Fig. 1: run 1, M1 wires
Supply wires on this layer in grey.
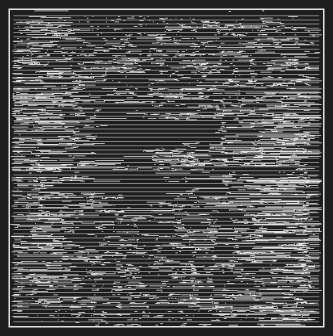
Fig. 2: run 1, M2 wires
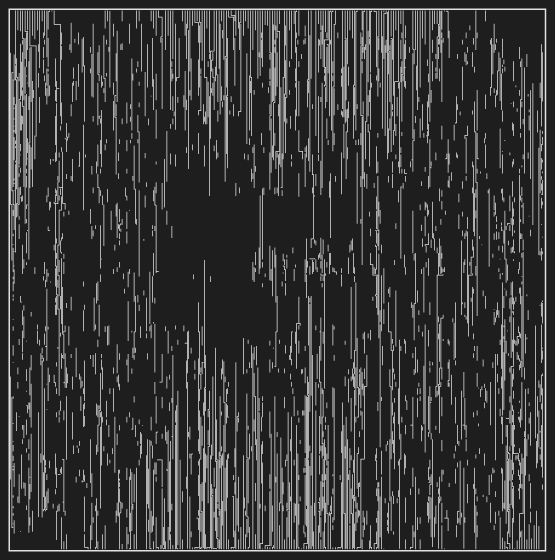
Fig. 3: run 1, M3 wires
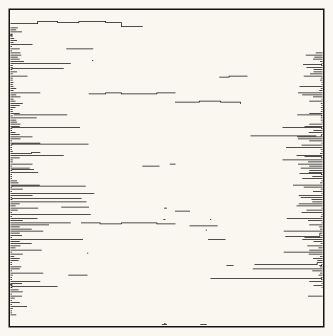
--- src/rtl/arith_seq.sv ---
// arith_seq: MIX arithmetic sequencer (add/sub/mul/div issue, wait, capture); optional ARITH_DIVCHK_EN early divide-overflow check
module arith_seq #(
    parameter int ADD_LAT = 2,
    parameter int MUL_LAT = 10,
    parameter int DIV_LAT = 12
) (
    input  logic        i_clk,
    input  logic        i_reset,
    input  logic        i_req,
    input  logic [1:0]  i_op,
    input  logic [30:0] i_a_in,
    input  logic [30:0] i_x_in,
    input  logic [30:0] i_v_in,
    output logic        o_busy,
    output logic        o_done,
    output logic        o_a_we,
    output logic        o_x_we,
    output logic [30:0] o_a_out,
    output logic [30:0] o_x_out,
    output logic        o_ovf,
    output logic        o_add_start,
    output logic        o_sub_start,
    output logic        o_mul_start,
    output logic        o_div_start,
    output logic [30:0] o_in1,
    output logic [30:0] o_in2,
    output logic [60:0] o_dividend,
    output logic [30:0] o_divisor,
    input  logic [31:0] i_sum_in,
    input  logic [31:0] i_diff_in,
    input  logic [60:0] i_prod_in,
    input  logic [30:0] i_quot_in,
    input  logic [30:0] i_rem_in,
    input  logic        i_div_ovf_in
);
    localparam logic [1:0] OP_ADD = 2'd0;
    localparam logic [1:0] OP_SUB = 2'd1;
    localparam logic [1:0] OP_MUL = 2'd2;
    localparam logic [1:0] OP_DIV = 2'd3;
    localparam logic [3:0] ADD_CNT = 4'(ADD_LAT - 1);
    localparam logic [3:0] MUL_CNT = 4'(MUL_LAT - 1);
    localparam logic [3:0] DIV_CNT = 4'(DIV_LAT - 1);

    typedef enum logic [1:0] {S_IDLE, S_ISSUE, S_WAIT, S_DONE} state_t;

    state_t      r_state;
    logic [1:0]  r_op;
    logic [3:0]  r_cnt;
    logic        r_skip;
    logic        r_busy;
    logic        r_done;
    logic        r_a_we;
    logic        r_x_we;
    logic        r_ovf;
    logic [30:0] r_a_out;
    logic [30:0] r_x_out;
    logic        r_add_start;
    logic        r_sub_start;
    logic        r_mul_start;
    logic        r_div_start;
    logic [30:0] r_in1;
    logic [30:0] r_in2;
    logic [60:0] r_dividend;
    logic [30:0] r_divisor;

    logic        w_accept;
    logic        w_skip;
    logic [3:0]  w_lat;
    logic        w_is_add;
    logic        w_is_sub;
    logic        w_is_mul;
    logic        w_is_div;
    logic [30:0] w_a_res;
    logic [30:0] w_x_res;
    logic        w_a_we;
    logic        w_x_we;
    logic        w_ovf;
    logic        w_unused;

    // DONE is the last busy cycle, so a held request starts the next operation without an idle gap
    assign w_accept = i_req && (r_state == S_IDLE || r_state == S_DONE);

`ifdef ARITH_DIVCHK_EN
    // A zero divisor or |rA| >= |V| cannot give a 30-bit quotient, so the unit is never started
    assign w_skip = (i_op == OP_DIV) && ((i_v_in[29:0] == 30'd0) || (i_a_in[29:0] >= i_v_in[29:0]));
`else
    assign w_skip = 1'b0;
`endif

    assign w_is_add = r_op == OP_ADD;
    assign w_is_sub = r_op == OP_SUB;
    assign w_is_mul = r_op == OP_MUL;
    assign w_is_div = r_op == OP_DIV;
    assign w_lat    = w_is_mul ? MUL_CNT : w_is_div ? DIV_CNT : ADD_CNT;

    // Results from the unit selected by the latched opcode; the 60-bit product splits into rA (high) and rX (low)
    assign w_a_res = w_is_add ? i_sum_in[30:0] :
                     w_is_sub ? i_diff_in[30:0] :
                     w_is_mul ? {i_prod_in[60], i_prod_in[59:30]} : i_quot_in;
    assign w_x_res = w_is_mul ? {i_prod_in[60], i_prod_in[29:0]} : i_rem_in;
    assign w_a_we  = !(w_is_div && i_div_ovf_in);
    assign w_x_we  = w_is_mul || (w_is_div && !i_div_ovf_in);
    assign w_ovf   = w_is_add ? i_sum_in[31] : w_is_sub ? i_diff_in[31] : w_is_div && i_div_ovf_in;

    // rX sign plays no part in the double-length dividend
    assign w_unused = i_x_in[30];

    assign o_busy      = r_busy;
    assign o_done      = r_done;
    assign o_a_we      = r_a_we;
    assign o_x_we      = r_x_we;
    assign o_ovf       = r_ovf;
    assign o_a_out     = r_a_out;
    assign o_x_out     = r_x_out;
    assign o_add_start = r_add_start;
    assign o_sub_start = r_sub_start;
    assign o_mul_start = r_mul_start;
    assign o_div_start = r_div_start;
    assign o_in1       = r_in1;
    assign o_in2       = r_in2;
    assign o_dividend  = r_dividend;
    assign o_divisor   = r_divisor;

    // Sequencer: accept, pulse one start, count the unit latency, capture and report for one cycle
    always_ff @(posedge i_clk or posedge i_reset) begin
        if (i_reset) begin
            r_state     <= S_IDLE;
            r_op        <= OP_ADD;
            r_cnt       <= 4'd0;
            r_skip      <= 1'b0;
            r_busy      <= 1'b0;
            r_done      <= 1'b0;
            r_a_we      <= 1'b0;
            r_x_we      <= 1'b0;
            r_ovf       <= 1'b0;
            r_a_out     <= 31'd0;
            r_x_out     <= 31'd0;
            r_add_start <= 1'b0;
            r_sub_start <= 1'b0;
            r_mul_start <= 1'b0;
            r_div_start <= 1'b0;
            r_in1       <= 31'd0;
            r_in2       <= 31'd0;
            r_dividend  <= 61'd0;
            r_divisor   <= 31'd0;
        end else begin
            r_add_start <= 1'b0;
            r_sub_start <= 1'b0;
            r_mul_start <= 1'b0;
            r_div_start <= 1'b0;
            r_done      <= 1'b0;
            r_a_we      <= 1'b0;
            r_x_we      <= 1'b0;
            r_ovf       <= 1'b0;
            case (r_state)
                S_IDLE, S_DONE: begin
                    r_busy <= w_accept;
                    r_state <= w_accept ? S_ISSUE : S_IDLE;
                    if (w_accept) begin
                        r_op        <= i_op;
                        r_skip      <= w_skip;
                        r_in1       <= i_a_in;
                        r_in2       <= i_v_in;
                        r_dividend  <= {i_a_in[30], i_a_in[29:0], i_x_in[29:0]};
                        r_divisor   <= i_v_in;
                        r_add_start <= i_op == OP_ADD;
                        r_sub_start <= i_op == OP_SUB;
                        r_mul_start <= i_op == OP_MUL;
                        r_div_start <= (i_op == OP_DIV) && !w_skip;
                    end
                end
                S_ISSUE: begin
                    r_cnt   <= w_lat;
                    r_state <= r_skip ? S_DONE : S_WAIT;
                    r_done  <= r_skip;
                    r_ovf   <= r_skip;
                end
                S_WAIT: begin
                    r_cnt <= (r_cnt == 4'd0) ? 4'd0 : r_cnt - 4'd1;
                    if (r_cnt == 4'd0) begin
                        r_state <= S_DONE;
                        r_done  <= 1'b1;
                        r_a_we  <= w_a_we;
                        r_x_we  <= w_x_we;
                        r_ovf   <= w_ovf;
                        if (w_a_we) r_a_out <= w_a_res;
                        if (w_x_we) r_x_out <= w_x_res;
                    end
                end
                default: r_state <= S_IDLE;
            endcase
        end
    end
endmodule
--- config.mk ---
export PLATFORM = sky130hd
export DESIGN_NAME = arith_seq
export DESIGN_NICKNAME = d
export VERILOG_FILES = /design/src/rtl/arith_seq.sv
export SDC_FILE = /design/constraint.sdc
export NUM_CORES = 1
export LEC_CHECK = 0
export ABC_AREA = 1
export CAP_MARGIN = 15
export CELL_PAD_IN_SITES_DETAIL_PLACEMENT = 1
export CELL_PAD_IN_SITES_GLOBAL_PLACEMENT = 1
export CORE_AREA = 2 2 201 203
export CTS_CLUSTER_SIZE = 16
export DETAILED_ROUTE_END_ITERATION = 12
export DIE_AREA = 0 0 203 205
export PLACE_DENSITY_LB_ADDON = 0.05
export SKIP_CTS_REPAIR_TIMING = 1
export SLEW_MARGIN = 10
export SYNTH_ARGS = -nofsm -noshare
export SYNTH_HDL_FRONTEND = slang
export SYNTH_SLANG_ARGS = --single-unit
--- constraint.sdc ---
create_clock -name i_clk -period 5.8 [get_ports i_clk]
set_clock_uncertainty 0.2 [all_clocks]
set_input_delay 0.87 -clock i_clk [delete_from_list [all_inputs] [get_ports i_clk]]
set_output_delay 0.87 -clock i_clk [all_outputs]
set_load 0.02 [all_outputs]
==> metrics.log, run 1 <==
[flow] summary of implementation run
INFO  metric status = complete, no violations
INFO  metric switchingPower = roughly 0.0035 W
INFO  metric comb_power_share = a little under three fifths
INFO  metric insertion_delay = roughly 0.44 ns
INFO  metric synthXorXnorAreaFrac = 0%
INFO  metric required = 5.99 ns
INFO  metric yosys-top-cells-area = dfrtp_1 (50%), nand2_1 (28%), buf_4 (6.5%), nor2_1 (2.9%), nand3_1 (2.4%)
INFO  metric worstSetupStartpointType = flop
INFO  metric clock_sinks = ~170
INFO  metric post-place-cells = around 2100
INFO  metric stdcell_area = 14200 sq um
INFO  metric ys_top_logic_family = simple AND/OR/NAND/NOR gates
INFO  metric grt_first_pass_wirelength = around 57000 um
INFO  metric core_util_floorplan = between 20% and 30%
INFO  metric max_slew_margin = roughly a quarter
INFO  metric grt_setup_unrepaired = false
INFO  metric synthMostInstantiatedCell = nand2_1
INFO  metric holdPathStages = 2
INFO  metric timing.final.max_slew_violations = 0
INFO  metric criticalPathCategory = reg -> reg
INFO  metric reg_to_reg_critical_path_endpoint = o_x_out[15]
INFO  metric power_top_consumer = combinational logic
INFO  metric finalSetupViolCount = 0
INFO  metric post-synth-top-area-fraction = 50.4%
INFO  metric pwr.group.combinational = 0.00450 W
INFO  metric cp-endpoint = o_x_out[15]
INFO  metric clock_transition_time_at_the_flip_flop_clock_pins_of_the_worst_setup_and_hold_paths = 0.07 ns
INFO  metric power.ir.vdd_worst = approximately 0.00026 V
INFO  metric netlist.top_cell.by_area = dfrtp_1
INFO  metric final_cycle_share = roughly half
INFO  metric gr-total-overflow = 0
INFO  metric tritoncts_clock_tree = yes
INFO  metric timing.rr.start = r_op[1]
INFO  metric power_switching_share = a little under half
INFO  metric cts.path.max_buffers = 2
INFO  metric post_synth.cell_area_avg = about 7.4 sq um
INFO  metric cts_root_buffer = clkbuf_16
INFO  metric power.internal = 0.00427 W
INFO  metric power_density = 552 nW/um^2
INFO  metric p_seq_share = between 20% and 30%
INFO  metric crit_start = r_op[1]
INFO  metric synthToLayoutAreaGrowth = 66.8%
INFO  metric routed_via_density = 4.17
INFO  metric setup.worst_path.end_class = flop
INFO  metric mostFrequentLayoutCell = nand2_1
INFO  metric timing.setup.tns = 0 ns
INFO  metric post_synth_inst_count = 1146
INFO  metric num-nets-final = 1849
-- Fig. 1 (at the start) --
- main direction: horizontal
- nets with wire on the layer: 1647
met1 GRT Util: 22.0%
routed via count: 8763
overall routed net length: 37900 um

-- Fig. 2 (at the start) --
- nets with wire on the layer: 1507
- main direction: vertical
GRT met2 Usage: 30.9%

-- Fig. 3 (at the start) --
- wire length on this layer: 2760 um
- nets with wire on the layer: 257
- longest straight run: 71.8 um
- main direction: horizontal

[run 1: critical path, cell delays in order (launching register included)]
cell,delay [ns]
dfrtp_1,0.32
buf_4,0.35
inv_2,0.40
a21oi_1,0.27
nand2_2,0.47
inv_2,0.65
nand2_1,0.12
nand2_1,0.09
[run 1: per-layer routing]
metal / wire length (um) / vias to the layer above / global-route usage (%)
met5: 13 / - / 0
li1: - / 4263 / -
met1: 16000 / 4193 / 22.0
met2: 18600 / 281 / 30.9
met3: 2760 / 24 / 6.22
met4: 492 / 2 / 4.22
[run 1: cell type report]
cell class	count	area (sq um)
timing repair buffer	519	5170
multi-input combinational	814	3300
tap	525	657
clock inverter	14	161
antenna	3	7.51
sequential	171	4280
inverter	39	154
fill	4733	25200
clock buffer	18	439
Fig. 4: run 1, the clock network
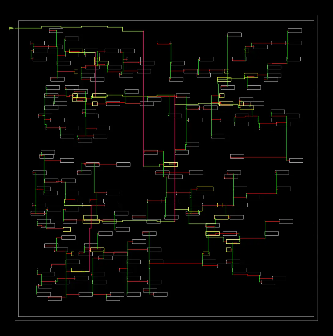

## Run 2: what changed since run 1
==> constraint.sdc (replaced) <==
create_clock -name i_clk -period 2.45 [get_ports i_clk]
set_clock_uncertainty 0.2 [all_clocks]
set_input_delay 0.3675 -clock i_clk [delete_from_list [all_inputs] [get_ports i_clk]]
set_output_delay 0.3675 -clock i_clk [all_outputs]
set_load 0.02 [all_outputs]
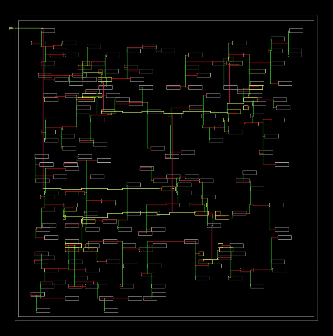
Fig. 5. The clock network (run 2).
clock latency at the later pin of the worst-skew pair: 0.44 ns
Clock Buffer Count: 18
flop count: 171

==> run 2 against run 1 <==
  * Synthesized cell count unchanged
  * Routed wire length barely moved
  * Flip-flop count unchanged
  * Sequential share of layout area is 0.46 points lower
  * Non-clock buffer count is 13 higher
  * Critical path depth decreased by 6
  * Clock power up 150%
  * Highest routed layer unchanged
  * Via count fell by 0.46%
  * Critical endpoint is now o_divisor[24]
  * First-iteration DRC count is 20% lower
  * Critical path type is now reg -> out
  * Global-route usage up 0.066 points
  * Worst setup slack got worse by 2.5 ns
==> metrics.log, run 2 <==
[flow] summary of implementation run
INFO  metric status = complete, no violations
INFO  metric post-place-cells = approximately 2100
INFO  metric grt_setup_unrepaired = false
INFO  metric num-nonclk-inverters = 39
INFO  metric power_density = approximately 1300 nW/um^2
INFO  metric synthMostInstantiatedCell = nand2_1
INFO  metric routed_via_density = between 4 and 5
INFO  metric yosys-top-cells-area = dfrtp_1 (50%), nand2_1 (28%), buf_4 (6.5%), nor2_1 (2.9%), nand3_1 (2.4%)
INFO  metric slowest_delay = between 0.6 and 0.7 ns
INFO  metric num_tap_cells = between 500 and 600
INFO  metric worstSetupStartpointType = flop
INFO  metric comb-cell-share = between 20% and 30%
INFO  metric cts_root_buffer = clkbuf_16
INFO  metric mostFrequentLayoutCell = nand2_1
INFO  metric timing.setup.tns = 0 ns
INFO  metric layout.area.top_class = buffers
INFO  metric setup.worst_path.end_class = output port
INFO  metric clock_tree_area_fraction = under 10%
INFO  metric num-nets-final = between 1500 and 2000
INFO  metric required = between 1.5 and 2 ns
INFO  metric core_util_floorplan = between 20 and 25%
INFO  metric post_synth.cell_area_avg = 7.41 sq um
INFO  metric grt_first_pass_wirelength = about 57000 um
INFO  metric clock_transition_time_at_the_flip_flop_clock_pins_of_the_worst_setup_and_hold_paths = about 0.08 ns
INFO  metric cts.path.max_buffers = 2
INFO  metric critPathTopFamily = buffers and inverters
INFO  metric antennaDiodeCount = 4
INFO  metric final_cycle_share = between 80% and 90%
INFO  metric tritoncts_clock_tree = yes
INFO  metric timing.critical_path.slowest_stage_cell = clkdlybuf4s50_1
INFO  metric logic_area = between 3000 and 4000 sq um
INFO  metric post_synth_inst_count = around 1100
INFO  metric layout.non_clock_buffers = around 530
INFO  metric layout.comb_gates.multi_input = roughly 800
INFO  metric total_length_of_routed_met2_wires = ~19000 um
INFO  metric power.ir.vdd_worst = between 0.0005 and 0.0006 V
INFO  metric clock_sinks = 171
INFO  metric synthToLayoutAreaGrowth = 69.4%
INFO  metric final-nonclk-buf-share = about 37%
INFO  metric holdPathStages = 3
INFO  metric post-synth-top-area-fraction = 50.4%
INFO  metric gr-total-overflow = 0
INFO  metric finalSetupViolCount = 0
INFO  metric met3_wirelength = approximately 3100 um
INFO  metric crit_buf_inv = 1
INFO  metric n_fill_cell = roughly 4700
INFO  metric netlist.top_cell.by_area = dfrtp_1
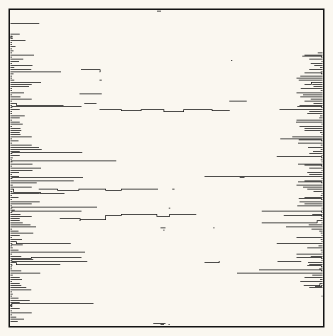
Fig. 6. M3 wires (run 2).
- share of all routed wire: 8.1%
- longest straight run: 76.3 um
- main direction: horizontal
met3 Usage GRT: 6.75%
routed via count: 8723
overall routed net length: 37900 um

## run 2: worst max-delay path by stage
stage	start	endpoint	slack (ns)	depth (start not counted)
finish	o_in2[24]	o_divisor[24]	0.37	1
global route	o_in2[24]	o_divisor[24]	0.28	1
CTS	o_in2[24]	o_divisor[24]	0.30	1
detailed placement	r_op[1]	o_a_out[6]	0.43	7
global placement	r_op[1]	o_a_out[12]	0.44	7
floorplan	i_reset	o_a_out[0]	-0.30	1
## run 2: logic make-up after synthesis
kind of cell / after synthesis / share of synthesized area [%]
fa+ha+maj: 1 / 0.147
flops: 171 / 50.4
compound gates: 48 / 2.86
buf+inv: 161 / 10.8
simple gates: 765 / 35.8
## run 2: power breakdown
group	switching [W]	internal (W)	total (W)
logic	0.00617	0.00459	0.0108
clock network	0.00125	0.00174	0.00299
registers	0.000920	0.00412	0.00504
Fig. 7: run 2, M4 wires
Bar = 50 um. Supply wires on this layer in grey.
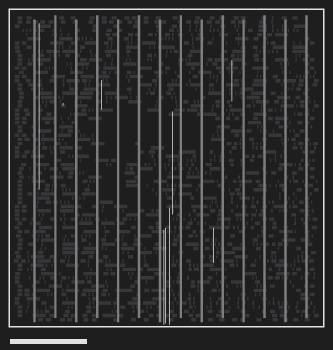

## Run 3: what changed since run 2
==> constraint.sdc (replaced) <==
create_clock -name i_clk -period 1.8 [get_ports i_clk]
set_clock_uncertainty 0.2 [all_clocks]
set_input_delay 0.27 -clock i_clk [delete_from_list [all_inputs] [get_ports i_clk]]
set_output_delay 0.27 -clock i_clk [all_outputs]
set_load 0.02 [all_outputs]
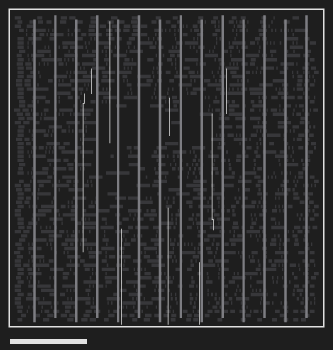
Fig. 8. M4 wires (run 3).
Bar = 50 um. Supply wires on this layer in grey.
- share of all routed wire: 1.3%
- main direction: vertical

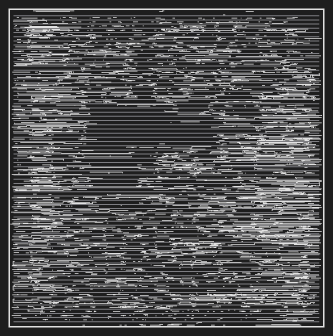
Fig. 9. M1 wires (run 3).
Supply wires on this layer in grey.
- nets with wire on the layer: 1672
- share of all routed wire: 41%
- main direction: horizontal
- wire length on this layer: 15800 um
routed via count: 8862
overall routed net length: 38300 um
met1 GRT Util: 21.6%

==> run 3 against run 2 <==
  * Worst hold slack worse by 0.10 ns
  * Critical endpoint is now o_in1[27]
  * Global-route usage down 0.10 points
  * Die size unchanged
  * Total power up 35%
  * Cell area up 5.6%
  * Sequential power up 34%
  * Final cell count up 0.80%
  * Clock power up 27%
  * Critical path depth up 5
  * Routed wire length up 0.93%
  * Highest routed layer is now met4
  * Synthesized area unchanged
  * Largest power group unchanged
==> metrics.log, run 3 <==
[flow] summary of implementation run
INFO  metric clock_sinks = 171
INFO  metric timing.rr.start = r_state[1]
INFO  metric finalSetupViolCount = 0
INFO  metric power.internal = ~0.014 W
INFO  metric power_density = roughly 1700 nW/um^2
INFO  metric routedLengthMet1 = about 16000 um
INFO  metric ys_top_logic_family = simple AND/OR/NAND/NOR gates
INFO  metric grt_busiest_layer = met2
INFO  metric mux_area_share = 0%
INFO  metric grt_use_met2 = between 30% and 40%
INFO  metric status = complete, no violations
INFO  metric post_synth_inst_count = ~1100
INFO  metric power_switching_share = roughly 45%
INFO  metric slowest_delay = roughly 0.38 ns
INFO  metric pwr.group.combinational = ~0.015 W
INFO  metric core_util_floorplan = between 20% and 30%
INFO  metric n_fill_cell = 4621
INFO  metric synthMostInstantiatedCell = nand2_1
INFO  metric yosys.area_share.simple = about 36%
INFO  metric worstSetupPathDepth = 6
INFO  metric criticalPathCategory = reg -> reg
INFO  metric worstSetupStartpointType = flop
INFO  metric stdcell_area = roughly 15000 sq um
INFO  metric maxUsedRoutingLayer = met4
INFO  metric holdPathStages = 3
INFO  metric met3_wirelength = 2660 um
INFO  metric cts.path.max_buffers = 2
INFO  metric timing.setup.tns = 0 ns
INFO  metric total_length_of_routed_met2_wires = 19300 um
INFO  metric grt_setup_unrepaired = true
INFO  metric post-synth-top-area-fraction = 50.4%
INFO  metric timing.final.max_slew_violations = 0
INFO  metric required = 1.98 ns
INFO  metric gr-total-overflow = 0
INFO  metric grt_use_met3 = under 10%
INFO  metric insertion_delay = approximately 0.44 ns
INFO  metric p_seq = between 0.006 and 0.007 W
INFO  metric final_cycle_share = a little over nine tenths
INFO  metric power_top_consumer = combinational logic
INFO  metric routed_via_density = 4.15
INFO  metric comb_power_share = 58.4%
INFO  metric timing.critical_path.slowest_stage_cell = dfrtp_1
INFO  metric setup.worst_path.end_class = flop
INFO  metric mostFrequentLayoutCell = nand2_1
INFO  metric yosys-top-cells-area = dfrtp_1 (50%), nand2_1 (28%), buf_4 (6.5%), nor2_1 (2.9%), nand3_1 (2.4%)
INFO  metric critical_path.cell_chain = ha_2 > nand2_4 > inv_2 > buf_4 > nand2_1 > nand2_1
INFO  metric synthToLayoutAreaGrowth = 78.9%
INFO  metric post_synth.cell_area_avg = ~7.4 sq um
INFO  metric clock_power_share = 15.0%
-- run 3: cell counts after synthesis --
Identical to the previous run, type by type.
-- run 3: area by class of cell --
type                            count  area [sq um]  area share [%]
Antenna cell                        4          10.0          0.0659
Timing Repair Buffer              549          6190            40.8
Sequential cell                   171          4280            28.2
Clock buffer                       17           425            2.80
Tap cell                          525           657            4.33
Multi-Input combinational cell    814          3300            21.7
Inverter                           39           153            1.01
Clock inverter                     14           165            1.09
-- run 3: how the worst max path moves through the flow --
stage / from / end
floorplan: i_reset / o_a_out[0]
global placement: i_req / o_in1[7]
detailed placement: i_div_ovf_in / o_a_out[3]
CTS: o_in2[24] / o_divisor[24]
global route: r_state[1] / o_in1[27]
finish: r_state[1] / o_in1[27]
No activity file was given, so power comes from the tool's default toggle rates.
